===== src/rtl/seg_display_pkg.sv =====
`default_nettype none
// ============================================================================
//  Module      : seg_display_pkg
//  Description : Shared definitions for the multi-digit counter display.
//                BCD digit type, active-low seven-segment glyphs
//                ({dp,g,f,e,d,c,b,a}, dp always off), blank pattern and the
//                released level of the active-low push buttons.
//  Revision    : 1.0 - initial release
// ============================================================================
package seg_display_pkg;

    typedef logic [3:0] bcd_t;

    // Buttons are active-low, so the idle (released) level is high.
    localparam logic BTN_RELEASED = 1'b1;

    localparam logic [7:0] SEG_0     = 8'hC0;
    localparam logic [7:0] SEG_1     = 8'hF9;
    localparam logic [7:0] SEG_2     = 8'hA4;
    localparam logic [7:0] SEG_3     = 8'hB0;
    localparam logic [7:0] SEG_4     = 8'h99;
    localparam logic [7:0] SEG_5     = 8'h92;
    localparam logic [7:0] SEG_6     = 8'h82;
    localparam logic [7:0] SEG_7     = 8'hF8;
    localparam logic [7:0] SEG_8     = 8'h80;
    localparam logic [7:0] SEG_9     = 8'h90;
    localparam logic [7:0] SEG_BLANK = 8'hFF;

    function automatic logic [7:0] seg_decode(input bcd_t digit);
        logic [7:0] seg;
        case (digit)
            4'd0:    seg = SEG_0;
            4'd1:    seg = SEG_1;
            4'd2:    seg = SEG_2;
            4'd3:    seg = SEG_3;
            4'd4:    seg = SEG_4;
            4'd5:    seg = SEG_5;
            4'd6:    seg = SEG_6;
            4'd7:    seg = SEG_7;
            4'd8:    seg = SEG_8;
            4'd9:    seg = SEG_9;
            default: seg = SEG_BLANK;
        endcase
        return seg;
    endfunction

endpackage
`default_nettype wire


===== src/rtl/button_debounce.sv =====
`default_nettype none
// ============================================================================
//  Module      : button_debounce
//  Description : Two-flop synchroniser, stable-sample debouncer and press
//                pulse generator for one active-low bouncing button.
//  Ports       : i_clk   - system clock
//                i_rst   - asynchronous active-high reset
//                i_btn_n - raw active-low button (asynchronous)
//                o_press - one-cycle pulse on debounced released->pressed
//  Revision    : 1.0 - initial release
// ============================================================================
module button_debounce
    import seg_display_pkg::*;
#(
    parameter int DEBOUNCE_CYCLES = 500000
) (
    input  logic i_clk,
    input  logic i_rst,
    input  logic i_btn_n,
    output logic o_press
);

    localparam int              CNT_W   = (DEBOUNCE_CYCLES > 1) ? $clog2(DEBOUNCE_CYCLES) : 1;
    localparam logic [CNT_W-1:0] CNT_MAX = CNT_W'(DEBOUNCE_CYCLES - 1);

    logic             sync1_q, sync2_q;
    logic             state_q, state_d;
    logic [CNT_W-1:0] cnt_q,   cnt_d;
    logic             press_q, press_d;

    // cnt_q holds how many consecutive synchronised samples have differed
    // from the debounced state; the DEBOUNCE_CYCLES-th such sample flips it.
    always_comb begin
        state_d = state_q;
        cnt_d   = '0;
        press_d = 1'b0;
        if (sync2_q != state_q) begin
            if (cnt_q == CNT_MAX) begin
                state_d = sync2_q;
                press_d = (sync2_q != BTN_RELEASED);
            end else begin
                cnt_d = cnt_q + 1'b1;
            end
        end
    end

    always_ff @(posedge i_clk or posedge i_rst) begin
        if (i_rst) begin
            sync1_q <= BTN_RELEASED;
            sync2_q <= BTN_RELEASED;
            state_q <= BTN_RELEASED;
            cnt_q   <= '0;
            press_q <= 1'b0;
        end else begin
            sync1_q <= i_btn_n;
            sync2_q <= sync1_q;
            state_q <= state_d;
            cnt_q   <= cnt_d;
            press_q <= press_d;
        end
    end

    assign o_press = press_q;

endmodule
`default_nettype wire


===== src/rtl/multi_digit_counter_display.sv =====
`default_nettype none
// ============================================================================
//  Module      : multi_digit_counter_display
//  Description : Debounced up/down BCD counter driving a multiplexed
//                active-low seven-segment display.
//  Ports       : i_clk, i_rst (async, active-high)
//                i_up, i_down      - raw active-low buttons
//                o_digitSelect     - one-cold digit enables (bit 0 = LSD)
//                o_LED             - active-low segments {dp,g,f,e,d,c,b,a}
//                o_count           - packed BCD count, digit 0 in [3:0]
//                o_wrap            - one-cycle pulse on wrap-around
//  Config      : LEADING_ZERO_BLANK_EN - blank zero digits above the most
//                significant non-zero digit (digit 0 always shown)
//  Revision    : 1.0 - initial release
// ============================================================================
module multi_digit_counter_display
    import seg_display_pkg::*;
#(
    parameter int DIGITS          = 4,
    parameter int SCAN_DIV        = 50000,
    parameter int DEBOUNCE_CYCLES = 500000
) (
    input  logic                  i_clk,
    input  logic                  i_rst,
    input  logic                  i_up,
    input  logic                  i_down,
    output logic [DIGITS-1:0]     o_digitSelect,
    output logic [7:0]            o_LED,
    output logic [4*DIGITS-1:0]   o_count,
    output logic                  o_wrap
);

    localparam int               IDX_W    = (DIGITS > 1) ? $clog2(DIGITS) : 1;
    localparam int               PRE_W    = $clog2(SCAN_DIV);
    localparam logic [IDX_W-1:0] IDX_LAST = IDX_W'(DIGITS - 1);
    localparam logic [PRE_W-1:0] PRE_LAST = PRE_W'(SCAN_DIV - 1);

    logic                up_press, down_press;
    logic [4*DIGITS-1:0] count_q, count_d;
    logic                wrap_q,  wrap_d;
    logic [PRE_W-1:0]    pre_q,   pre_d;
    logic [IDX_W-1:0]    idx_q,   idx_d;
    logic                carry;
    bcd_t                digit_val [DIGITS];
    logic [DIGITS-1:0]   blank_mask;

    button_debounce #(.DEBOUNCE_CYCLES(DEBOUNCE_CYCLES)) u_up_debounce (
        .i_clk   (i_clk),
        .i_rst   (i_rst),
        .i_btn_n (i_up),
        .o_press (up_press)
    );

    button_debounce #(.DEBOUNCE_CYCLES(DEBOUNCE_CYCLES)) u_down_debounce (
        .i_clk   (i_clk),
        .i_rst   (i_rst),
        .i_btn_n (i_down),
        .o_press (down_press)
    );

    // Ripple carry/borrow across nibbles; a carry out of the top digit is
    // the wrap condition. Simultaneous up and down cancel.
    always_comb begin
        count_d = count_q;
        wrap_d  = 1'b0;
        carry   = 1'b1;
        if (up_press && !down_press) begin
            for (int i = 0; i < DIGITS; i++) begin
                if (carry) begin
                    if (count_q[4*i +: 4] == 4'd9) begin
                        count_d[4*i +: 4] = 4'd0;
                    end else begin
                        count_d[4*i +: 4] = count_q[4*i +: 4] + 4'd1;
                        carry = 1'b0;
                    end
                end
            end
            wrap_d = carry;
        end else if (down_press && !up_press) begin
            for (int i = 0; i < DIGITS; i++) begin
                if (carry) begin
                    if (count_q[4*i +: 4] == 4'd0) begin
                        count_d[4*i +: 4] = 4'd9;
                    end else begin
                        count_d[4*i +: 4] = count_q[4*i +: 4] - 4'd1;
                        carry = 1'b0;
                    end
                end
            end
            wrap_d = carry;
        end
    end

    always_comb begin
        pre_d = pre_q + 1'b1;
        idx_d = idx_q;
        if (pre_q == PRE_LAST) begin
            pre_d = '0;
            idx_d = (idx_q == IDX_LAST) ? '0 : idx_q + 1'b1;
        end
    end

    always_ff @(posedge i_clk or posedge i_rst) begin
        if (i_rst) begin
            count_q <= '0;
            wrap_q  <= 1'b0;
            pre_q   <= '0;
            idx_q   <= '0;
        end else begin
            count_q <= count_d;
            wrap_q  <= wrap_d;
            pre_q   <= pre_d;
            idx_q   <= idx_d;
        end
    end

    for (genvar g = 0; g < DIGITS; g++) begin : g_digit
        assign digit_val[g] = count_q[4*g +: 4];
    end

`ifdef LEADING_ZERO_BLANK_EN
    logic seen_nonzero;

    // Scan from the top digit down; a digit is blank until a non-zero digit
    // has been seen at or above it. Digit 0 is never blanked.
    always_comb begin
        blank_mask   = '0;
        seen_nonzero = 1'b0;
        for (int i = DIGITS - 1; i > 0; i--) begin
            if (digit_val[i] != 4'd0) begin
                seen_nonzero = 1'b1;
            end
            blank_mask[i] = ~seen_nonzero;
        end
    end
`else
    assign blank_mask = '0;
`endif

    // Select and segments both come from idx_q so they switch together.
    always_comb begin
        o_digitSelect        = '1;
        o_digitSelect[idx_q] = 1'b0;
    end

    assign o_LED   = blank_mask[idx_q] ? SEG_BLANK : seg_decode(digit_val[idx_q]);
    assign o_count = count_q;
    assign o_wrap  = wrap_q;

endmodule
`default_nettype wire


===== config.mk =====
export PLATFORM = sky130hd
export DESIGN_NAME = multi_digit_counter_display
export DESIGN_NICKNAME = d
export VERILOG_FILES = /design/src/rtl/seg_display_pkg.sv /design/src/rtl/button_debounce.sv /design/src/rtl/multi_digit_counter_display.sv
export SDC_FILE = /design/constraint.sdc
export NUM_CORES = 1
export LEC_CHECK = 0
export CORE_MARGIN = 5
export CORE_UTILIZATION = 38
export CTS_CLUSTER_DIAMETER = 80
export DETAILED_ROUTE_END_ITERATION = 8
export MAX_ROUTING_LAYER = met4
export PLACE_DENSITY = 0.58
export SYNTH_ARGS = -nofsm -noshare
export SYNTH_HDL_FRONTEND = slang
export SYNTH_SLANG_ARGS = --single-unit

===== constraint.sdc =====
create_clock -name i_clk -period 3.39 [get_ports i_clk]
set_input_delay 0.678 -clock i_clk [delete_from_list [all_inputs] [get_ports i_clk]]
set_output_delay 0.678 -clock i_clk [all_outputs]
set_load 0.01 [all_outputs]

Fig. 1: run 1, power grid
Pins as bars on the die edge. Tap cells in gray.
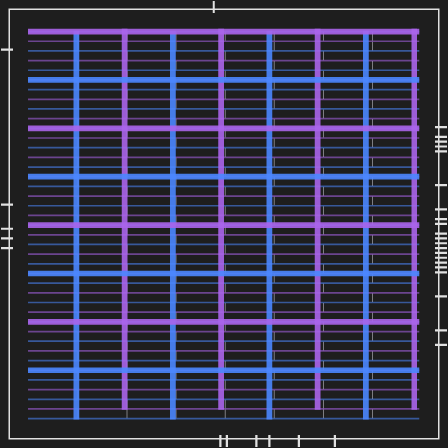
Purple is VDD. Blue is VSS.
The core has 40 rows. 8 straps on met4. 33 signal pins sit on the boundary.

Fig. 2: run 1, clock distribution
The bar under the picture is 20 um long.
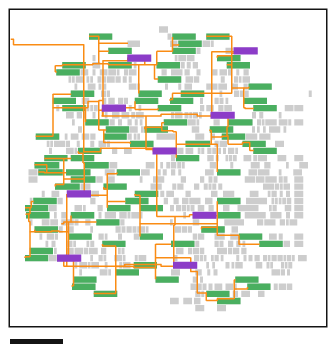
Purple is cells driving clock nets, count 9. Green is flip-flops, count 81. Orange is clock wires, length 1170 um.
Position of the flops: all over the die. There are 10 routed clock nets.
clock network power: 0.916 mW
Worst Clk Skew: 0.00658 ns
latest clock arrival within the worst-skew pair: 0.34 ns
clock network power share: 0.471

Fig. 3: run 1, clock wiring as the flow saved it
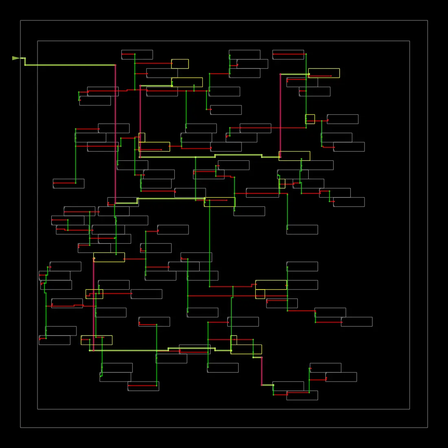
Flop Count: 81
clock buffer count in the final layout: 11
clock sink count: 81
cts bufs inserted: 9

==> summary.txt, run 1 <==
Physical implementation

The number of max-cap violations is 0. The number of logged tool warnings is 34. After global routing, the most crowded layer is met2.

The top layer reached by signal wires is met4. Buffers added to address setup during post-CTS repair amount to 0. The total die size is 14500 um2. In the synthesized netlist, the cells that appear most often are dfrtp_1, nor2_1, nand2_1. The detailed placer reported the number of placed instances as 665.

The share of the synthesized area in the top cell type is 0.406. The count of instantiated cells in the yosys netlist is 504. The hold-fix buffer count after cts is 0. The final tally of max-slew violations is 0. The DRC violation total left in the routed layout is recorded as 0. The maximum operating frequency is 304 MHz. Summed over all nets, wire length on met3 after detailed routing comes to between 500 and 600 um. The main power-consuming group is registers. The share of final-layout standard cells stronger than drive strength 1 is 0.0955.

The most numerous logic cell after layout is nor2_1. The number of nets still failing antenna checks after routing is 0. The biggest combinational cell group after synthesis is simple AND/OR/NAND/NOR gates. In this run the tool buffered the top-level ports with 31 buffer cells. The worst setup path is launched from a register. The fraction of area in multi-input gates is 0.442. The clock slew at the register clock pins of the worst setup and hold paths is 0.06 ns. The flow ran to the end, and the final reports show no timing, DRC or antenna violations. The total number of nets in the final design is ~550. The total length of routed met2 wires is between 4000 and 5000 um.
[run 1: worst paths after layout]
path / cells past startpoint / end / startpoint
max: 5 / o_LED[3] / o_count[9]$_DFFE_PP0P_
min: 0 / u_up_debounce.sync2_q$_DFF_PP1_ / u_up_debounce.sync1_q$_DFF_PP1_
max reg2reg: 8 / o_count[15]$_DFFE_PP0P_ / u_down_debounce.o_press$_DFF_PP0_
min reg2reg: 0 / u_up_debounce.sync2_q$_DFF_PP1_ / u_up_debounce.sync1_q$_DFF_PP1_
max in group asynchronous: 3 / idx_q[0]$_DFFE_PP0N_ / i_rst
min in group asynchronous: 2 / pre_q[2]$_DFF_PP0_ / i_rst
==> run 2, diff against run 1 <==
- CELL_PAD_IN_SITES_DETAIL_PLACEMENT: default -> 2
- CELL_PAD_IN_SITES_GLOBAL_PLACEMENT: default -> 2
- CORE_UTILIZATION: 38 -> 37
- PLACE_DENSITY: 0.58 -> 0.81
Fig. 4: run 2, placed cells, one color a class
The bar under the picture is 20 um long.
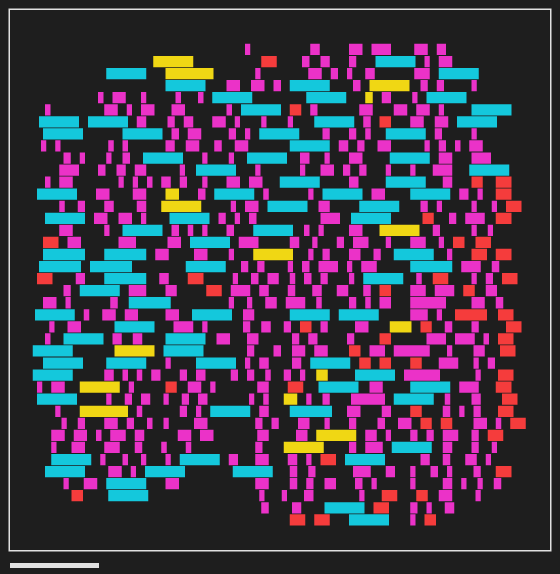
Magenta is all other logic, cells 397, share of their area 46%. Cyan is flip-flops, cells 81, share of their area 38%. Yellow is clock drivers and dummy loads, cells 16, share of their area 6.2%. Red is other buffers and delay cells, cells 53, share of their area 9.2%.

==> run 2 against run 1 <==
Sequential share of layout area decreased by 1.2 points; clock skew about the same; count of clock-buffer cells in the layout decreased by 1; core utilization increased by 0.85 points; flip-flop count unchanged; largest power group is now clock; first-iteration DRC count decreased by 27%; register-to-register slack got worse by 0.05 ns.
==> summary.txt, run 2 <==
Physical implementation

The worst slack after detailed placement is 0.285 ns. The count of input and output buffers is 31 (unchanged). The longest incremental delay of any stage on the critical path is reported as 0.57 ns.

The busiest metal layer after global routing is met2. The total die size is 14800 um2 (+2.5%). The total number of nets in the final design is 560 (+2.4%). Post-route period utilization is reported as 0.963. The cell depth of the worst flop-to-flop path is 7 (-1). The number of different library cells in the post-synthesis netlist is 58.

Dividing total power by cell area gives a power density of 385 nW/um2. The total length of routed met2 wires is 6940 um (+67%). The sequential cell count of the final layout was 81 (unchanged). The hold-fix buffer count after cts was 0 (unchanged). The critical path starts at idx_q[0]$_DFFE_PP0N_.

The detailed-routed wire length on met3 is 454 um (-14%). The fraction of area in multi-input gates is 0.429 (-0.0136). The capture instance of the worst register-to-register path is o_count[15]$_DFFE_PP0P_. The final tally of max-slew violations is 0 (unchanged). The clock slew at the register clock pins of the worst setup and hold paths is 0.06 ns (about the same). The number of buffers inserted during clock tree synthesis is 9 (unchanged). The number of non-clock inverters is 23. The placed instance area is between 5000 and 6000 um2. The run finished with clean final reports. The placed cell count is 694 (+4.4%).

The biggest area consumer among synthesized cells is dfrtp_1. The launching point of the worst reg2reg path is u_down_debounce.o_press$_DFF_PP0_. The worst hold path endpoint is u_up_debounce.sync2_q$_DFF_PP1_. The number of cells produced by synthesis is 504. The number of stages on the worst hold path is 0 (unchanged). The share of final-layout standard cells stronger than drive strength 1 is 0.117 (+0.0215). The number of nets still failing antenna checks after routing was 0 (unchanged). The worst setup path is launched from a register. The count of unresolved DRC violations after routing was 0 (unchanged). The biggest combinational cell group after synthesis is simple AND/OR/NAND/NOR gates. The maximum operating frequency is 306 MHz (+0.74%). The launch point of the worst hold path is u_up_debounce.sync1_q$_DFF_PP1_. Measured against its own limit, the worst slew margin works out to 0.435. The number of max-cap violations is 0 (unchanged).

The share of the synthesized area in the top cell type is 0.406 (unchanged). The count of instantiated cells in the yosys netlist is 504 (unchanged). Yosys attributes the largest share of cell area to dfrtp_1, nor2_1, xor2_1, xnor2_1, ha_1. The floorplan net count is 522. The total number of clock tree sinks is 81 (unchanged).
Fig. 5: run 2, clock distribution
The bar under the picture is 20 um long.
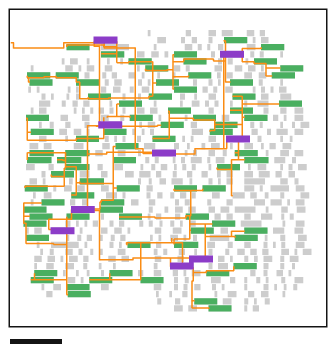
Orange is clock wires, length 1250 um. Purple is cells driving clock nets, count 9. Green is flip-flops, count 81.
Position of the flops: all over the die.
latest clock arrival within the worst-skew pair: 0.35 ns
clock network power share: 0.514
clock network power: 1.09 mW
Worst Clk Skew: 0.00661 ns

-- run 2: cell counts after synthesis --
Identical to the previous run, type by type.
-- run 2: worst max path at each step --
stage | slack, ns | end | cells after the start
floorplan | 0.64 | idx_q[0]$_DFFE_PP0N_ | 1
global placement | 0.45 | o_LED[3] | 5
detailed placement | 0.28 | o_LED[3] | 5
CTS | 0.003 | o_LED[3] | 6
global route | 0.02 | o_LED[4] | 7
finish | 0.12 | o_LED[4] | 7
-- run 2: where the power goes --
group	total [mW]	internal [mW]	switching, mW
clock	1.09	0.668	0.422
combinational	0.0472	0.0128	0.0344
sequential	0.985	0.977	0.00870
-- run 2: what timing repair did --
item                                    4_1_cts  5_1_grt
endpoints found under the setup margin        5        5
buffers inserted                              2        3
resized                                       2        1
==> run 3, diff against run 2 <==
- GPL_TIMING_DRIVEN: default -> 1
Fig. 6: run 3, clock wiring as the flow saved it
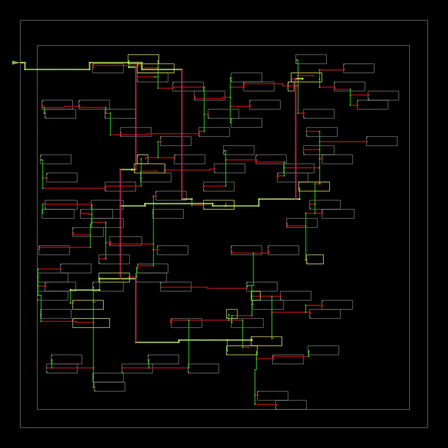
clock buffer count in the final layout: 10

==> run 3 against run 2 <==
Via count is the same; total power unchanged; flip-flop count unchanged; highest routed layer unchanged.
==> summary.txt, run 3 <==
Physical implementation

The run finished with clean final reports. The final tally of max-slew violations is 0 (unchanged). The count of instantiated cells in the yosys netlist came to 504 (unchanged). The number of stages on the worst hold path was 0 (unchanged). The critical path depth is 7 (unchanged). The power density over the cells is 385 nW/um2 (unchanged). The share of the clock period used by the worst path after layout is 0.963 (unchanged). The worst slack after detailed placement is 0.285 ns (unchanged). The capture instance of the worst register-to-register path is o_count[15]$_DFFE_PP0P_. The total number of nets in the final design is 560 (unchanged). The placed instance area is 5140 um2 (unchanged). The hold-fix buffer count after cts came to 0 (unchanged). The capturing element of the worst setup path is o_LED[4]. The launch point of the worst hold path is u_up_debounce.sync1_q$_DFF_PP1_.

The number of cells produced by synthesis came to 504 (unchanged). The share of the synthesized area in the top cell type is 0.406 (unchanged). The number of max-cap violations came to 0 (unchanged). The launching element of the worst setup path is idx_q[0]$_DFFE_PP0N_.

The clock latency on the worst-skew pair was 0.35 ns (about the same). The number of buffers inserted during clock tree synthesis is 9 (unchanged). The largest stage delay on the critical path is 0.57 ns (about the same). The placed cell count is 694 (unchanged).

The cell depth of the worst flop-to-flop path came to 7 (unchanged).
Fig. 7: run 3, gate families picked out
The bar under the picture is 20 um long.
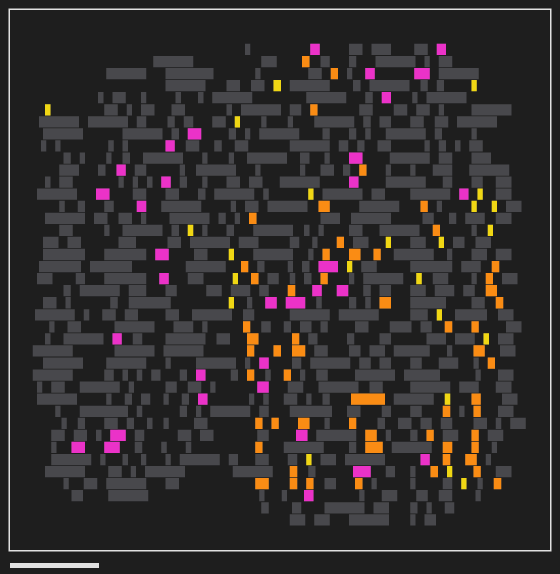
Yellow is inverters, cells 23, most used inv_1. Magenta is AND and OR gates, cells 33, most used and3_1. Orange is inverting AOI/OAI gates, cells 58, most used o21ai_0.

run 3: cell counts after synthesis:
Identical to the previous run, type by type.
run 3: metal layers:
layer  global-route usage  vias to the layer above  share of wire
met5                    -                        -              0
met4               0.0504                        0          0.012
met3               0.0399                       11          0.034
met2                0.338                       53           0.52
met1                0.228                     1987           0.43
li1                     -                     1796              -
run 3: cell type report:
cell class	instances	area, um2
Clock buffer	10	239
Clock inverter	6	90.1
Fill cell	1327	6600
Inverter	23	87.6
Multi-Input combinational cell	374	2360
Sequential cell	81	2040
Tap cell	168	210
Timing Repair Buffer	53	488
run 3: where the power goes:
part	total, mW	leakage, nW	switching [mW]	internal (mW)
Sequential	0.985	1.09	0.00870	0.977
Clock	1.09	0.159	0.422	0.668
Combinational	0.0472	1.09	0.0344	0.0128
Power and IR drop assume default switching activity.
